==> config.mk <==
export PLATFORM = sky130hd
export DESIGN_NAME = text_console_writer
export DESIGN_NICKNAME = d
export VERILOG_FILES = /design/src/rtl/text_console_writer.sv
export SDC_FILE = /design/constraint.sdc
export NUM_CORES = 1
export LEC_CHECK = 0
export CAP_MARGIN = 10
export CORE_ASPECT_RATIO = 0.5
export CORE_MARGIN = 1
export CORE_UTILIZATION = 48
export CTS_CLUSTER_DIAMETER = 30
export DETAILED_ROUTE_END_ITERATION = 8
export MAX_ROUTING_LAYER = met4
export PLACE_DENSITY = 0.77
export SYNTH_ARGS = -nofsm -noshare
export SYNTH_HDL_FRONTEND = slang
export SYNTH_SLANG_ARGS = --single-unit
==> constraint.sdc <==
create_clock -name PIXEL_CLK -period 2.2 [get_ports PIXEL_CLK]
set_input_delay 0.22 -clock PIXEL_CLK [delete_from_list [all_inputs] [get_ports PIXEL_CLK]]
set_output_delay 0.22 -clock PIXEL_CLK [all_outputs]
set_load 0.01 [all_outputs]
==> src/rtl/text_console_writer.sv <==
// Character-stream to text-RAM writer: places printable codes at the cursor,
// handles CR/LF/BS, and blanks the whole RAM or the new line when required.
module text_console_writer #(
  parameter int         COLS  = 60,
  parameter int         ROWS  = 34,
  parameter logic [7:0] BLANK = 8'h20
) (
  input  logic        PIXEL_CLK,
  input  logic        RESETn,
  input  logic        CHAR_VALID,
  input  logic [7:0]  CHAR_DATA,
  output logic        CHAR_READY,
  input  logic        CLEAR,
  output logic [11:0] RAM_AD,
  output logic [7:0]  RAM_DIN,
  output logic        RAM_WRE,
  output logic [5:0]  CURSOR_X,
  output logic [5:0]  CURSOR_Y,
  output logic        BUSY
);

  localparam logic [1:0] CLR_ALL  = 2'd0;
  localparam logic [1:0] IDLE     = 2'd1;
  localparam logic [1:0] WRITE    = 2'd2;
  localparam logic [1:0] CLR_LINE = 2'd3;

  localparam logic [5:0] LAST_COL = 6'(COLS - 1);
  localparam logic [5:0] LAST_ROW = 6'(ROWS - 1);

  logic [1:0]  state_reg;
  logic [11:0] ad_reg;
  logic [7:0]  din_reg;
  logic        wre_reg;
  logic [5:0]  x_reg;
  logic [5:0]  y_reg;
  logic        adv_reg;

  // Bit 7 of the character code carries no meaning for this console.
  logic [6:0] code;
  logic       unused_msb;
  assign code       = CHAR_DATA[6:0];
  assign unused_msb = CHAR_DATA[7];

  logic is_print;
  logic is_lf;
  logic is_cr;
  logic is_bs;
  logic [5:0] row_after;
  logic       at_last_col;

  assign is_print    = (code >= 7'h20) && (code != 7'h7F);
  assign is_lf       = (code == 7'h0A);
  assign is_cr       = (code == 7'h0D);
  assign is_bs       = (code == 7'h08);
  assign row_after   = (y_reg == LAST_ROW) ? 6'd0 : y_reg + 6'd1;
  assign at_last_col = (x_reg == LAST_COL);

  // After reset the FSM sits in CLR_ALL with the write enable low; that
  // "pending" condition makes the first edge present address 0.
  always_ff @(posedge PIXEL_CLK or negedge RESETn) begin
    if (!RESETn) begin
      state_reg <= CLR_ALL;
      ad_reg    <= 12'd0;
      din_reg   <= BLANK;
      wre_reg   <= 1'b0;
      x_reg     <= 6'd0;
      y_reg     <= 6'd0;
      adv_reg   <= 1'b0;
    end else begin
      case (state_reg)
        CLR_ALL: begin
          if (!wre_reg) begin
            wre_reg <= 1'b1;
            ad_reg  <= 12'd0;
            din_reg <= BLANK;
          end else if (ad_reg == 12'hFFF) begin
            state_reg <= IDLE;
            wre_reg   <= 1'b0;
          end else begin
            ad_reg <= ad_reg + 12'd1;
          end
        end

        IDLE: begin
          if (CLEAR) begin
            state_reg <= CLR_ALL;
            wre_reg   <= 1'b1;
            ad_reg    <= 12'd0;
            din_reg   <= BLANK;
            x_reg     <= 6'd0;
            y_reg     <= 6'd0;
          end else if (CHAR_VALID) begin
            if (is_print) begin
              state_reg <= WRITE;
              wre_reg   <= 1'b1;
              ad_reg    <= {y_reg, x_reg};
              din_reg   <= {1'b0, code};
              adv_reg   <= 1'b1;
            end else if (is_lf) begin
              state_reg <= CLR_LINE;
              wre_reg   <= 1'b1;
              ad_reg    <= {row_after, 6'd0};
              din_reg   <= BLANK;
              x_reg     <= 6'd0;
              y_reg     <= row_after;
            end else if (is_cr) begin
              x_reg <= 6'd0;
            end else if (is_bs && (x_reg != 6'd0)) begin
              state_reg <= WRITE;
              wre_reg   <= 1'b1;
              ad_reg    <= {y_reg, x_reg - 6'd1};
              din_reg   <= BLANK;
              x_reg     <= x_reg - 6'd1;
              adv_reg   <= 1'b0;
            end
          end
        end

        WRITE: begin
          // A printable written in the last column wraps straight into a line clear.
          if (adv_reg && at_last_col) begin
            state_reg <= CLR_LINE;
            wre_reg   <= 1'b1;
            ad_reg    <= {row_after, 6'd0};
            din_reg   <= BLANK;
            x_reg     <= 6'd0;
            y_reg     <= row_after;
          end else begin
            state_reg <= IDLE;
            wre_reg   <= 1'b0;
            if (adv_reg) begin
              x_reg <= x_reg + 6'd1;
            end
          end
          adv_reg <= 1'b0;
        end

        default: begin
          if (ad_reg[5:0] == 6'd63) begin
            state_reg <= IDLE;
            wre_reg   <= 1'b0;
          end else begin
            ad_reg <= {ad_reg[11:6], ad_reg[5:0] + 6'd1};
          end
        end
      endcase
    end
  end

  assign CHAR_READY = (state_reg == IDLE);
  assign BUSY       = (state_reg != IDLE);
  assign RAM_AD     = ad_reg;
  assign RAM_DIN    = din_reg;
  assign RAM_WRE    = wre_reg;
  assign CURSOR_X   = x_reg;
  assign CURSOR_Y   = y_reg;

endmodule

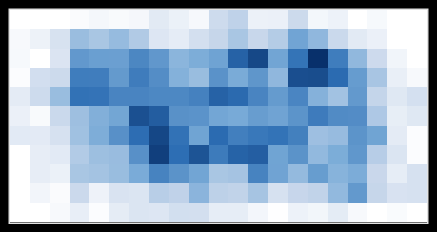
(images/wire_density.png)
The die is cut into 21 by 11 equal tiles; white is low, dark blue is high, scaled to the fullest tile. Values are wire area over tile area, all layers added.
mean over tiles: 0.24
emptiest ninth of the die: bottom left
nearly empty tiles: 9.5%
tiles over half the peak: 34%
fullest tile: 0.67
densest ninth of the die: middle
gr usage total: 0.308
WL/cell: 17.4 um
via count: 2,975
final wirelength: 8420 um

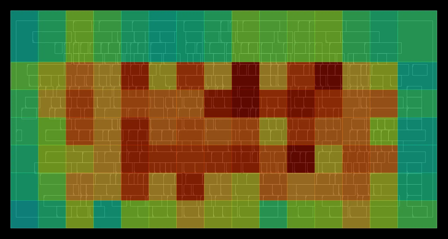
(images/final_congestion.png)
Post-Route Utilization: 0.740
grt met2 use: 0.482

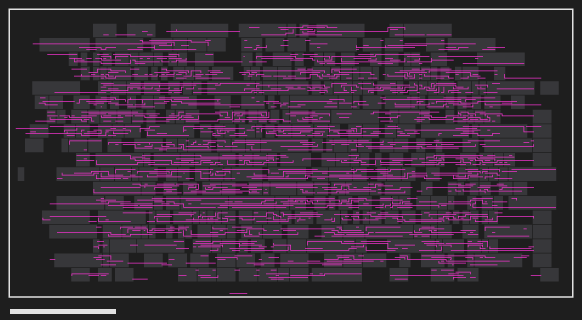
(images/met1.png)
Bar = 20 um.
longest straight run: 34.5 um
main direction: horizontal
nets with wire on the layer: 397
wire length on this layer: 3,780 um
share of all routed wire: 45%
met1 Usage GRT: 0.389

==> flow_summary.toml <==
# flow metrics
[status]
status = "complete, but fails checks"
violations = "negative setup slack"

[floorplanning]
n_tap_cell = 70
die_h_um = 54.2
rows = 18
fp.dieW_um = 106
die-area_mm2 = 0.00577
pin_count = 47
fp_util = 0.514

[placed_design]
portBuffers = 44
dpl.hpwl_um = 6090
place_congestion = 1.01
dp.cells = 469
placed_area_mm2 = 0.00351

[setup_path]
path_buffers = 3
worstRegToRegCells = 9
cp-start-kind = "register"
startpoint = "state_reg[1]"
end_kind = "register"
arrival_ns = 2.43
cp_slowest_stage_delay_ns = 0.40
crit_type = "reg2reg"
r2r_slack_ns = -0.03
cp.depth = 9
timing.critical_path.cells = "inv_1 > ha_1 > nor2b_2 > a221o_1 > buf_4 > nor3_4 > buf_6 > o21ai_0 > a22o_1"
r2r-start = "state_reg[1]"
endpoint = "RAM_AD[7]"
path_max_fanout = 6
cp_top_family = "AND-OR/OR-AND gates"
timing.rr.end = "RAM_AD[7]"
cp_data_required_time_ns = 2.40
crit_slowest_cell = "dfrtp_1"

[synthesis]
fa_ha_area_frac = 0.0478
ys_sh_mux = 0.0416
top_cell_area_share = 0.325
synth_cells = 312
synthTopCellsByCount = "34 x dfrtp_1, 29 x o21ai_0, 28 x nand2_1"
ys_types = 61
synthesis.nets = 334
flop_cell = "dfrtp_1"
synth-simple-area-share = 0.256
syn_area_per_cell_um2 = 8.38
ys_warn_count = 0
mappedNetlistArea_mm2 = 0.00262
yosys_area_mm2 = 0.00262
synth.most_common_cell = "dfrtp_1"
area_leaders = "dfrtp_1 33%, o21ai_0 5.6%, ha_1 4.8%"
synth_stat.cells = 312
synthTopLogicFamily = "simple AND/OR/NAND/NOR gates"
synth.cellmix.compoundShare = 0.249
yosysSeqAreaShare = 0.335
async_reset_ff_frac = 1.00
ys_sh_xor = 0.0100
ys.flops = 35
top_area_cell = "dfrtp_1"
edf_count = 0

[global_routing]
grt_pass1_wl_um = 12900
use_met3 = 0.0763
grt-ovfl-total = 0
grt_antenna_before_repair = 0
grt_pass1_vias = 2700
busiest_layer = "met2"
grt_start_max_net_pins = 36

[run]
log.warning_count = 35
maxCapViolations = 0

[clocking]
cts_hold_buffers = 0
clk_pin_slew_ns = 0.08
cts_root_buf = "clkbuf_8"
post_cts_buffers = 0
clk_path_buf_depth = 2
cts_tree = "done"
htree_levels = 2
ctsResizeCount = 0
clkSinkCount = 35
clock_latency_ns = 0.31
cts-buffers-inserted = 5

[power]
power.group.top = "combinational cells"
pg_clk_uw = 630
internal_power_uw = 2910
p_leak_uw = 0.00157
combPwrFrac = 0.645
power.density_mw_per_mm2 = 1350
p_switching_uw = 2160
fin_total_pwr_uw = 5080
seq_cell_power_uw = 1170
seqPwrFrac = 0.231
pwr-share-clk = 0.124
ir_worst_vdd_uv = 767

[finish]
largest_reg_flops = 12
signal_buffers = 109
buf_share = 0.248
comb_area_mm2 = 0.00168
comb_area_share = 0.446
ff_latch_area_um2 = 878
final-clk-cell-share = 0.0312
n_antenna_cell = 0
inv_count = 19
layout-drive-gt1-share = 0.249
clkbuf_count = 6
layout_top_cell = "buf_4"
final.fill_count = 369
final_cell_area_mm2 = 0.00377
largestClassByArea = "combinational gates"
comb.multi_input.count = 242
flops = 35
final_cell_mix = "62 x buf_4, 44 x clkdlybuf4s50_1, 33 x dfrtp_1, 27 x o21ai_0, 26 x nand2_1"
stdcell_count = 483
fin_nets = 434

[timing]
setup_slack_ns = -0.0288
min_period_ns = 2.23
slew_headroom = 0.632
fin_skew_ns = 0.00347
rsz0062_at_grt = "true"
finalSetupTns_ns = -0.0288
min_period_over_period = 1.01
slew_violations = 0
worst_pin_slew_ns = 0.546
hold_violations = 0
max_freq_mhz = 449
setup_violations = 1

[routing]
wl_met2_um = 3860
ant_nets = 0
remaining_drc_errors = 0
top_layer = "met4"
viasPerCell = 6.16
drtIter0Drc = 218
routed-wl-met3_um = 676

[worst_hold_path]
min_path_type = "in2async"
Power and IR drop assume default switching activity.
